### src/rtl/xor_64b_if.sv
// Operand/result bundle for xor_64b: an operand pair goes in and a registered XOR result
// comes out with zero and parity flags.
// Handshake: a and b are accepted on every rising edge where in_valid=1. There is no ready
// signal and no backpressure. out_valid=1 marks the single cycle in which s, zero and parity
// hold the result of the pair accepted on the previous edge.
interface xor_64b_if #(
  parameter int WIDTH = 64
);
  logic             in_valid;
  logic [WIDTH-1:0] a;
  logic [WIDTH-1:0] b;
  logic [WIDTH-1:0] s;
  logic             out_valid;
  logic             zero;
  logic             parity;

  modport master (
    output in_valid, a, b,
    input  s, out_valid, zero, parity
  );

  modport slave (
    input  in_valid, a, b,
    output s, out_valid, zero, parity
  );
endinterface

### src/rtl/xor_64b.sv
// Registered bitwise XOR of two WIDTH-bit operands with zero and parity flags.
// The result has a latency of one clock. While no new pair arrives, the result registers hold their values.
module xor_64b #(
  parameter int WIDTH = 64
) (
  input  logic      clk,
  input  logic      reset,
  xor_64b_if.slave  bus
);

  logic [WIDTH-1:0] s_d, s_q;
  logic             zero_d, zero_q;
  logic             parity_d, parity_q;
  logic             out_valid_d, out_valid_q;

  // zero and parity are taken from s_d, the same value that is loaded into s_q.
  // This keeps the three outputs coherent.
  always_comb begin
    s_d         = s_q;
    zero_d      = zero_q;
    parity_d    = parity_q;
    out_valid_d = 1'b0;
    if (bus.in_valid) begin
      s_d         = bus.a ^ bus.b;
      zero_d      = (s_d == '0);
      parity_d    = ^s_d;
      out_valid_d = 1'b1;
    end
  end

  always_ff @(posedge clk) begin
    if (reset) begin
      s_q         <= '0;
      zero_q      <= 1'b1;
      parity_q    <= 1'b0;
      out_valid_q <= 1'b0;
    end else begin
      s_q         <= s_d;
      zero_q      <= zero_d;
      parity_q    <= parity_d;
      out_valid_q <= out_valid_d;
    end
  end

  assign bus.s         = s_q;
  assign bus.zero      = zero_q;
  assign bus.parity    = parity_q;
  assign bus.out_valid = out_valid_q;

endmodule

### src/flat_wrapper.sv
// flat-port wrapper written by rule: the top's interface ports become plain ports
module xor_64b_flat 
#(
  parameter int WIDTH = 64
)
  (clk, reset, bus_in_valid, bus_a, bus_b, bus_s, bus_out_valid, bus_zero, bus_parity);
  xor_64b_if #(.WIDTH(WIDTH)) bus_i ();
  input  logic clk;
  input  logic reset;
  input wire logic [$bits(bus_i.in_valid)-1:0] bus_in_valid;
  input wire logic [$bits(bus_i.a)-1:0] bus_a;
  input wire logic [$bits(bus_i.b)-1:0] bus_b;
  output wire logic [$bits(bus_i.s)-1:0] bus_s;
  output wire logic [$bits(bus_i.out_valid)-1:0] bus_out_valid;
  output wire logic [$bits(bus_i.zero)-1:0] bus_zero;
  output wire logic [$bits(bus_i.parity)-1:0] bus_parity;
  assign bus_i.in_valid = bus_in_valid;
  assign bus_i.a = bus_a;
  assign bus_i.b = bus_b;
  assign bus_s = bus_i.s;
  assign bus_out_valid = bus_i.out_valid;
  assign bus_zero = bus_i.zero;
  assign bus_parity = bus_i.parity;
  xor_64b #(.WIDTH(WIDTH)) u_core (.clk(clk), .reset(reset), .bus(bus_i));
endmodule
### config.mk
export PLATFORM = sky130hd
export DESIGN_NAME = xor_64b_flat
export DESIGN_NICKNAME = d
export VERILOG_FILES = /design/src/rtl/xor_64b_if.sv /design/src/rtl/xor_64b.sv /design/src/flat_wrapper.sv
export SDC_FILE = /design/constraint.sdc
export NUM_CORES = 1
export LEC_CHECK = 0
export ABC_AREA = 0
export CAP_MARGIN = 20
export CORE_MARGIN = 2
export CORE_UTILIZATION = 42
export CTS_CLUSTER_DIAMETER = 40
export DETAILED_ROUTE_END_ITERATION = 6
export PLACE_DENSITY = 0.87
export SLEW_MARGIN = 20
export SYNTH_ARGS = -nofsm -noshare
export SYNTH_HDL_FRONTEND = slang
export SYNTH_SLANG_ARGS = --single-unit
### constraint.sdc
create_clock -name clk -period 3.54 [get_ports clk]
set_input_delay 1.062 -clock clk [delete_from_list [all_inputs] [get_ports clk]]
set_output_delay 1.062 -clock clk [all_outputs]
set_load 0.005 [all_outputs]
Placed cells, one color a class:
(4 px per µm) Fill, decap, tap and diode cells in gray.
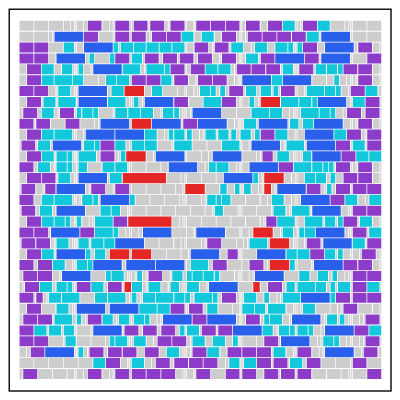
legend:
  blue:
    class: flops
    cells: 67
    share_of_their_area: 24%
  purple:
    class: other buffers and delay cells
    cells: 200
    share_of_their_area: 35%
  cyan:
    class: combinational and other logic
    cells: 273
    share_of_their_area: 37%
  red:
    class: clock drivers and dummy loads
    cells: 16
    share_of_their_area: 4.0%

Sizing map:
(4 px per µm)
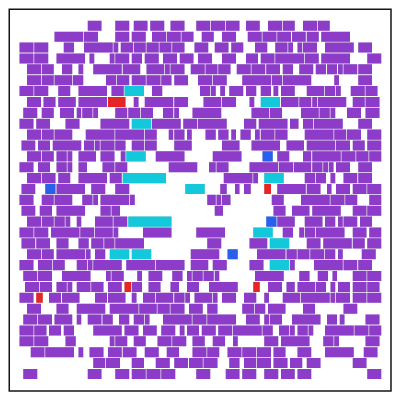
legend:
  cyan:
    size: _6 and larger
    cells: 13
    share: 2.3%
    most_used: clkbuf_8
  red:
    size: _2 cells
    cells: 5
    share: 0.90%
    most_used: clkinv_2
  purple:
    size: _0 and _1 cells
    cells: 534
    share: 96%
    most_used: clkdlybuf4s50_1
  blue:
    size: _3 and _4 cells
    cells: 4
    share: 0.72%
    most_used: buf_4

==> impl_metrics.tcl <==
# yosys + openroad results
set metrics [dict create \
    layout_top_cell "clkdlybuf4s50_1" \
    num_antenna_cells 0 \
    yosysWarnings 0 \
    critical_path_buf_inv_count 1 \
    flops 67 \
    worst_pin_slew_ns 0.571 \
    hold_path_depth 2 \
    p_comb_mw 1.02 \
    track_usage 0.222 \
    cp-start-kind "input port" \
    yosysTopAreaCellShare 0.385 \
    placed_area_mm2 0.00552 \
    ant_nets 0 \
    hp-start "u_core.bus.s[42]" \
    ys_sh_mux 0 \
    hold_buffers 0 \
    dp_cells 645 \
    finClkSkew_ns 0 \
    final-clk-cell-share 0.0394 \
    r2r_slack_ns 2.81 \
    rsz0062_at_grt "false" \
    cts_buffers 9 \
    max_freq_mhz 340 \
    drt_iter0_markers 74 \
    power_density_mw_per_mm2 450 \
    htreeDepth 3 \
    total_power_mw 2.59 \
    top_cells_by_area "dfxtp_1, xnor2_1, a211oi_1" \
    finalWirelength_um 10000 \
    aoi_share 0.144 \
    drt_pass1_iterations 4 \
    critPathMaxStageDelay_ns 0.41 \
    top_layer "met4" \
    fin_crit_sh 0.830 \
    simple_gate_area_frac 0.0909 \
    flop_area_mm2 0.00134 \
    status "finished clean" \
    cp_top_family "XOR/XNOR gates" \
    yosys-stat-area_mm2 0.00348 \
    cp.arrival_ns 3.19 \
    async_flop_share 0 \
    areaGrowthSynthToFinish_pct 64.8 \
    top_area_cell "dfxtp_1" \
    num_vias 3283 \
    reg2reg_from "u_core.bus.s[2]" \
    p_leak_nw 2.10 \
    clk_pin_slew_worst_paths_ns 0.07 \
    die_x_um 95.1 \
    vias_per_cell 4.97 \
    inv_count 1 \
    worst_slack_ns 0.602 \
    port_buffers 197 \
    drive_above_1_share 0.0396 \
    seq_share 0.234 \
    crit_path_cell_trace "clkdlybuf4s50_1 > xnor2_1 > ha_1 > xnor2_1 > xnor2_1 > xnor2_1 > xnor2_1 > xnor2_1 > a211oi_2" \
]
Gate-type map:
(4 px per µm)
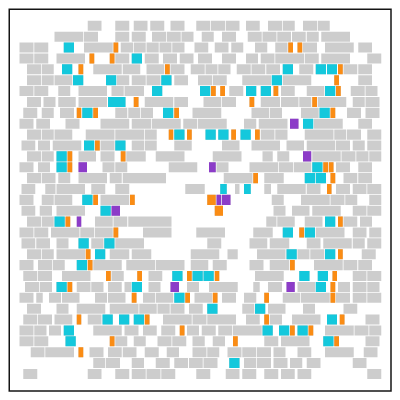
legend:
  purple:
    family: NAND gates
    cells: 10
    most_used: nand4_1
  orange:
    family: NOR gates
    cells: 68
    most_used: nor2_1
    where: widely spread
  cyan:
    family: inverting AOI/OAI gates
    cells: 67
    most_used: a211oi_1
    where: widely spread

Track usage over the die:
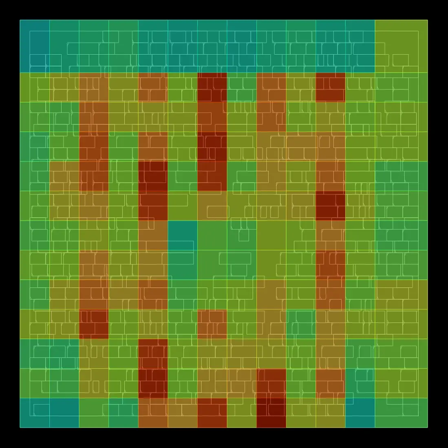
DR WL/cell: 15.2 µm
grt met2 use: 0.418
Final Util: 0.706

